Cell area per tile:
Bar = 20 um. The die is cut into 11 by 11 equal tiles; dark purple is low, yellow is high, 0 to 100% covered.
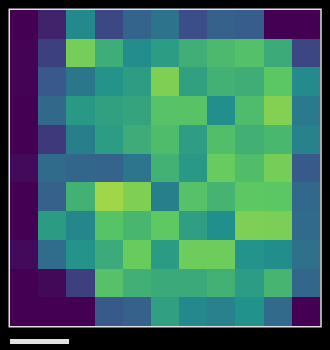
The clock network:
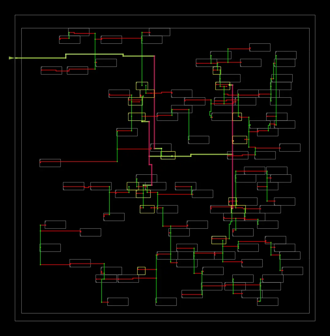
Cells coloured by class:
Bar = 20 um.
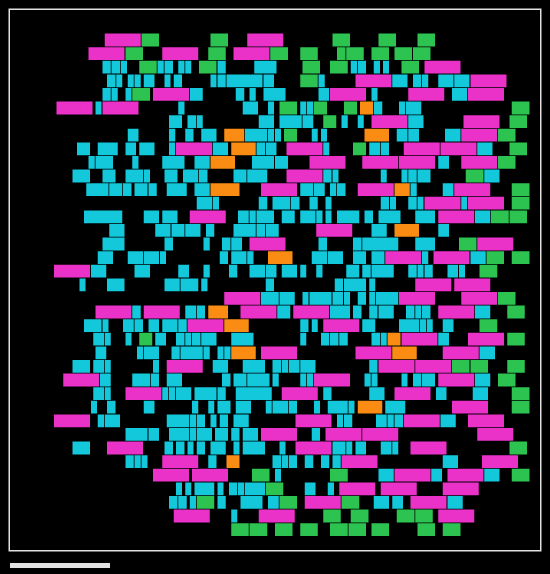
Wire density map:
The die is cut into 21 by 22 equal tiles; dark purple is low, yellow is high, scaled to the fullest tile. Values are wire area over tile area, all layers added.
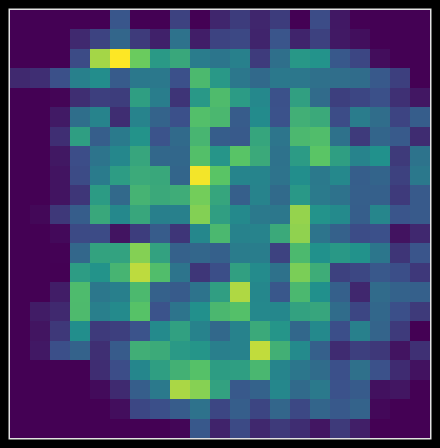
Wiring by layer:
Two of the layers only.
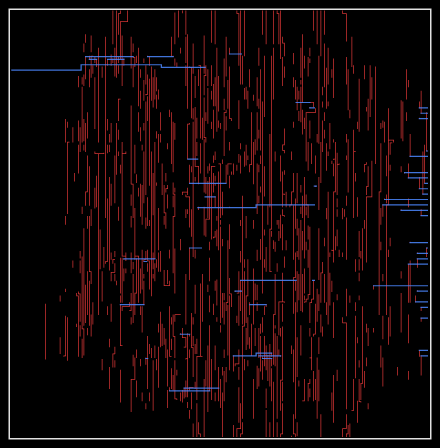
### config.mk
export PLATFORM = sky130hd
export DESIGN_NAME = region_probe
export DESIGN_NICKNAME = d
export VERILOG_FILES = /design/src/rtl/region_probe.sv
export SDC_FILE = /design/constraint.sdc
export NUM_CORES = 1
export LEC_CHECK = 0
export CORE_AREA = 2 2 104 106
export DETAILED_ROUTE_END_ITERATION = 12
export DIE_AREA = 0 0 106 108
export PLACE_DENSITY = 0.67
export SLEW_MARGIN = 20
export SYNTH_ARGS = -nofsm -noshare
export SYNTH_HDL_FRONTEND = slang
export SYNTH_SLANG_ARGS = --single-unit
### constraint.sdc
create_clock -name clk -period 5.3 [get_ports clk]
set_clock_uncertainty 0.15 [all_clocks]
set_input_delay 1.06 -clock clk [delete_from_list [all_inputs] [get_ports clk]]
set_output_delay 1.06 -clock clk [all_outputs]
set_load 0.01 [all_outputs]
### src/rtl/region_probe.sv
// region_probe: sweeps a square framebuffer region column-major, one read per cycle,
// and reports the first pixel whose colour differs from the latched background.
package region_probe_pkg;
    localparam logic [2:0] BG_DEFAULT = 3'b000;

    typedef enum logic [1:0] {
        IDLE  = 2'd0,
        SCAN  = 2'd1,
        DRAIN = 2'd2,
        DONE  = 2'd3
    } state_t;
endpackage

module region_probe
    import region_probe_pkg::*;
(
    input  logic       clk,
    input  logic       reset,
    input  logic       go,
    input  logic [7:0] x_in,
    input  logic [6:0] y_in,
    input  logic [6:0] size,
    input  logic [2:0] bg_colour,
    output logic       rd_en,
    output logic [7:0] rd_x,
    output logic [6:0] rd_y,
    input  logic [2:0] rd_colour,
    output logic       busy,
    output logic       done,
    output logic       hit,
    output logic [7:0] hit_x,
    output logic [6:0] hit_y,
    output logic [2:0] hit_colour
);

    state_t     state;
    state_t     next_state;

    logic [7:0] x_lat;
    logic [6:0] y_lat;
    logic [6:0] size_lat;
    logic [2:0] bg_lat;
    logic [6:0] qx;
    logic [6:0] qy;
    logic [6:0] qx_next;
    logic [6:0] qy_next;

    logic       pipe_valid;
    logic [7:0] pipe_x;
    logic [6:0] pipe_y;

    logic       go_ok;
    logic       col_end;
    logic       last_read;
    logic       hit_now;

    assign go_ok     = (state == IDLE) && go;
    assign col_end   = (qy == size_lat - 7'd1);
    assign last_read = col_end && (qx == size_lat - 7'd1);
    assign qy_next   = col_end ? 7'd0 : qy + 7'd1;
    assign qx_next   = col_end ? qx + 7'd1 : qx;

    // The in-flight read issued during the hit compare lands in DONE and is ignored there.
    assign hit_now = pipe_valid && ((state == SCAN) || (state == DRAIN))
                     && (rd_colour != bg_lat);

    // NOTE: sequential state uses non-blocking assignments so every register samples pre-edge values.
    always_ff @(posedge clk) begin
        if (reset) begin
            state <= IDLE;
        end else begin
            state <= next_state;
        end
    end

    // NOTE: next_state gets a default before the case so no path leaves it unassigned (no latch).
    always_comb begin
        next_state = state;
        case (state)
            IDLE: begin
                if (go) begin
                    next_state = (size == 7'd0) ? DONE : SCAN;
                end
            end
            SCAN: begin
                if (hit_now) begin
                    next_state = DONE;
                end else if (last_read) begin
                    next_state = DRAIN;
                end
            end
            DRAIN:   next_state = DONE;
            DONE:    next_state = IDLE;
            default: next_state = IDLE;
        endcase
    end

    always_comb begin
        busy = (state != IDLE);
        done = (state == DONE);
    end

    always_ff @(posedge clk) begin
        if (reset) begin
            rd_en      <= 1'b0;
            rd_x       <= 8'd0;
            rd_y       <= 7'd0;
            x_lat      <= 8'd0;
            y_lat      <= 7'd0;
            size_lat   <= 7'd0;
            bg_lat     <= BG_DEFAULT;
            qx         <= 7'd0;
            qy         <= 7'd0;
            pipe_valid <= 1'b0;
            pipe_x     <= 8'd0;
            pipe_y     <= 7'd0;
            hit        <= 1'b0;
            hit_x      <= 8'd0;
            hit_y      <= 7'd0;
            hit_colour <= 3'd0;
        end else begin
            rd_en      <= (next_state == SCAN);
            pipe_valid <= rd_en;
            pipe_x     <= rd_x;
            pipe_y     <= rd_y;

            if (go_ok) begin
                x_lat      <= x_in;
                y_lat      <= y_in;
                size_lat   <= size;
                bg_lat     <= bg_colour;
                qx         <= 7'd0;
                qy         <= 7'd0;
                rd_x       <= x_in;
                rd_y       <= y_in;
                hit        <= 1'b0;
                hit_x      <= 8'd0;
                hit_y      <= 7'd0;
                hit_colour <= 3'd0;
            end else if (state == SCAN) begin
                qx   <= qx_next;
                qy   <= qy_next;
                rd_x <= x_lat + {1'b0, qx_next};
                rd_y <= y_lat + qy_next;
            end

            if (hit_now) begin
                hit        <= 1'b1;
                hit_x      <= pipe_x;
                hit_y      <= pipe_y;
                hit_colour <= rd_colour;
            end
        end
    end

endmodule
==> impl_metrics.yaml <==
# synthesis and place-and-route metrics
grt:
  grt_pass1_vias: 3512
  grt_pass1_wl_um: 17300
  antenna_found_initial: 0
clock_network:
  cts_setup_buffers: 0
  htreeDepth: 3
  cts_sinks: 92
yosys:
  async_flop_share_pct: 0
  floorplan.nets: 566
  synthAdderAreaFrac_pct: 6.99
  top_cell_area_share_pct: 40.8
  yosys_cells: 511
  synthAoiAreaFrac_pct: 19.7
drt:
  viasPerCell: 5.28
  ant_nets: 0
setup_path:
  cp_cell_sequence: "inv_1 -> ha_1 -> or3b_4 -> o211a_1 -> nor4_4 -> and4_1 -> buf_4 -> nand2_1 -> xnor2_1 -> ha_1 -> a21oi_1 -> o21ai_0 -> a21oi_1 -> mux2_2 -> a21oi_1"
  reg2reg_depth: 15
  worstPathMaxFanout: 15
cells_and_area:
  fill_cells: 931
  final_common_cell: "dfxtp_1"
  final_cell_mix: "dfxtp_1 (92), nand2_1 (87), clkdlybuf4s50_1 (66)"
floorplan:
  boundaryPins: 68
status:
  status: "completed"
worst_hold_path:
  hold_path.class: "flip-flop to flip-flop"
pwr:
  leakage_nw: 2.14
final_timing:
  worst_pin_slew_ns: 0.914
  setup_viol: 0
  hold_slack_ns: 0.303
About 'cell area per tile':
fullest tile = 86%
tiles over 75% full = 9.9%
nearly empty tiles = 12%
emptiest ninth of the die = lower left
mean over tiles = 46%
Initial Util: 44.1%
Final Util: 53.2%
Core ar.: 10200 um^2

About 'the clock network':
Latency at later pin: 0.36 ns
cts bufs inserted: 9
Flop Count: 92
power of the clock network: 0.462 mW

About 'cells coloured by class':
cyan -> combinational and other logic  # cells 389
green -> remaining buffers and delay cells  # cells 73
orange -> clock drivers and dummy loads  # cells 16
magenta -> sequential cells  # cells 92
sequential share of cell area: 33.8%
row cnt: 37
design area: 5450 um^2

About 'wire density map':
fullest tile = 0.47
emptiest ninth of the die = lower left
tiles over half the peak = 21%
nearly empty tiles = 18%
mean over tiles = 0.14
Via Count: 3725
WL/cell: 14.9 um
GRT Total Usage: 18.9%
Post-Route WL: 10500 um

About 'wiring by layer':
red -> metal 2  # wire length 4970 um
blue -> metal 3  # wire length 300 um

## area by class of cell
class                      count  area share, %
clock inverter                 7           1.29
sequential                    92           33.8
inverter                      11          0.758
timing repair buffer          73           13.0
clock buffer                   9           2.27
multi-input combinational    378           45.7
tap                          136           3.12
## sequential cells by signal, summed over array words and instances, names as in the netlist, 7 cells and up
signal    cells
pipe_y        7
qy            7
qx            7
size_lat      7
hit_x         8
pipe_x        8
y_lat         7
rd_x          8
hit_y         7
rd_y          7
x_lat         8
## worst paths after layout
check / startpoint / to
max: size_lat[0]$_SDFFE_PP0P_ / rd_x[6]$_SDFFE_PP0P_
min: pipe_y[4]$_SDFF_PP0_ / hit_y[4]$_SDFFE_PP0P_
max reg2reg: size_lat[0]$_SDFFE_PP0P_ / rd_x[6]$_SDFFE_PP0P_
min reg2reg: pipe_y[4]$_SDFF_PP0_ / hit_y[4]$_SDFFE_PP0P_
## metrics by stage
step	instance area, um^2	util, %	power [mW]	std cells
2_1_floorplan	4510	-	1.41	511
3_3_place_gp	5250	51.4	1.66	690
3_5_place_dp	5250	51.4	1.67	690
4_1_cts	5450	53.2	2.14	706
5_1_grt	5450	53.2	2.26	706
6_report	5450	53.2	2.12	706
## layer usage
metal / up-vias / GRT usage, %
met5: - / 0
met4: 0 / 7.33
met3: 15 / 3.01
met2: 71 / 31.1
met1: 1740 / 25.1
li1: 1899 / -
## worst reg2reg max path: stages (launching register included)
cell,delay (ns)
dfxtp_1,0.39
inv_1,0.08
ha_1,0.23
or3b_4,0.43
o211a_1,0.27
nor4_4,0.31
and4_1,0.60
buf_4,0.30
nand2_1,0.08
xnor2_1,0.13
ha_1,0.32
a21oi_1,0.22
o21ai_0,0.11
a21oi_1,0.17
mux2_2,0.34
a21oi_1,0.11
No activity file was given, so power comes from the tool's default toggle rates.
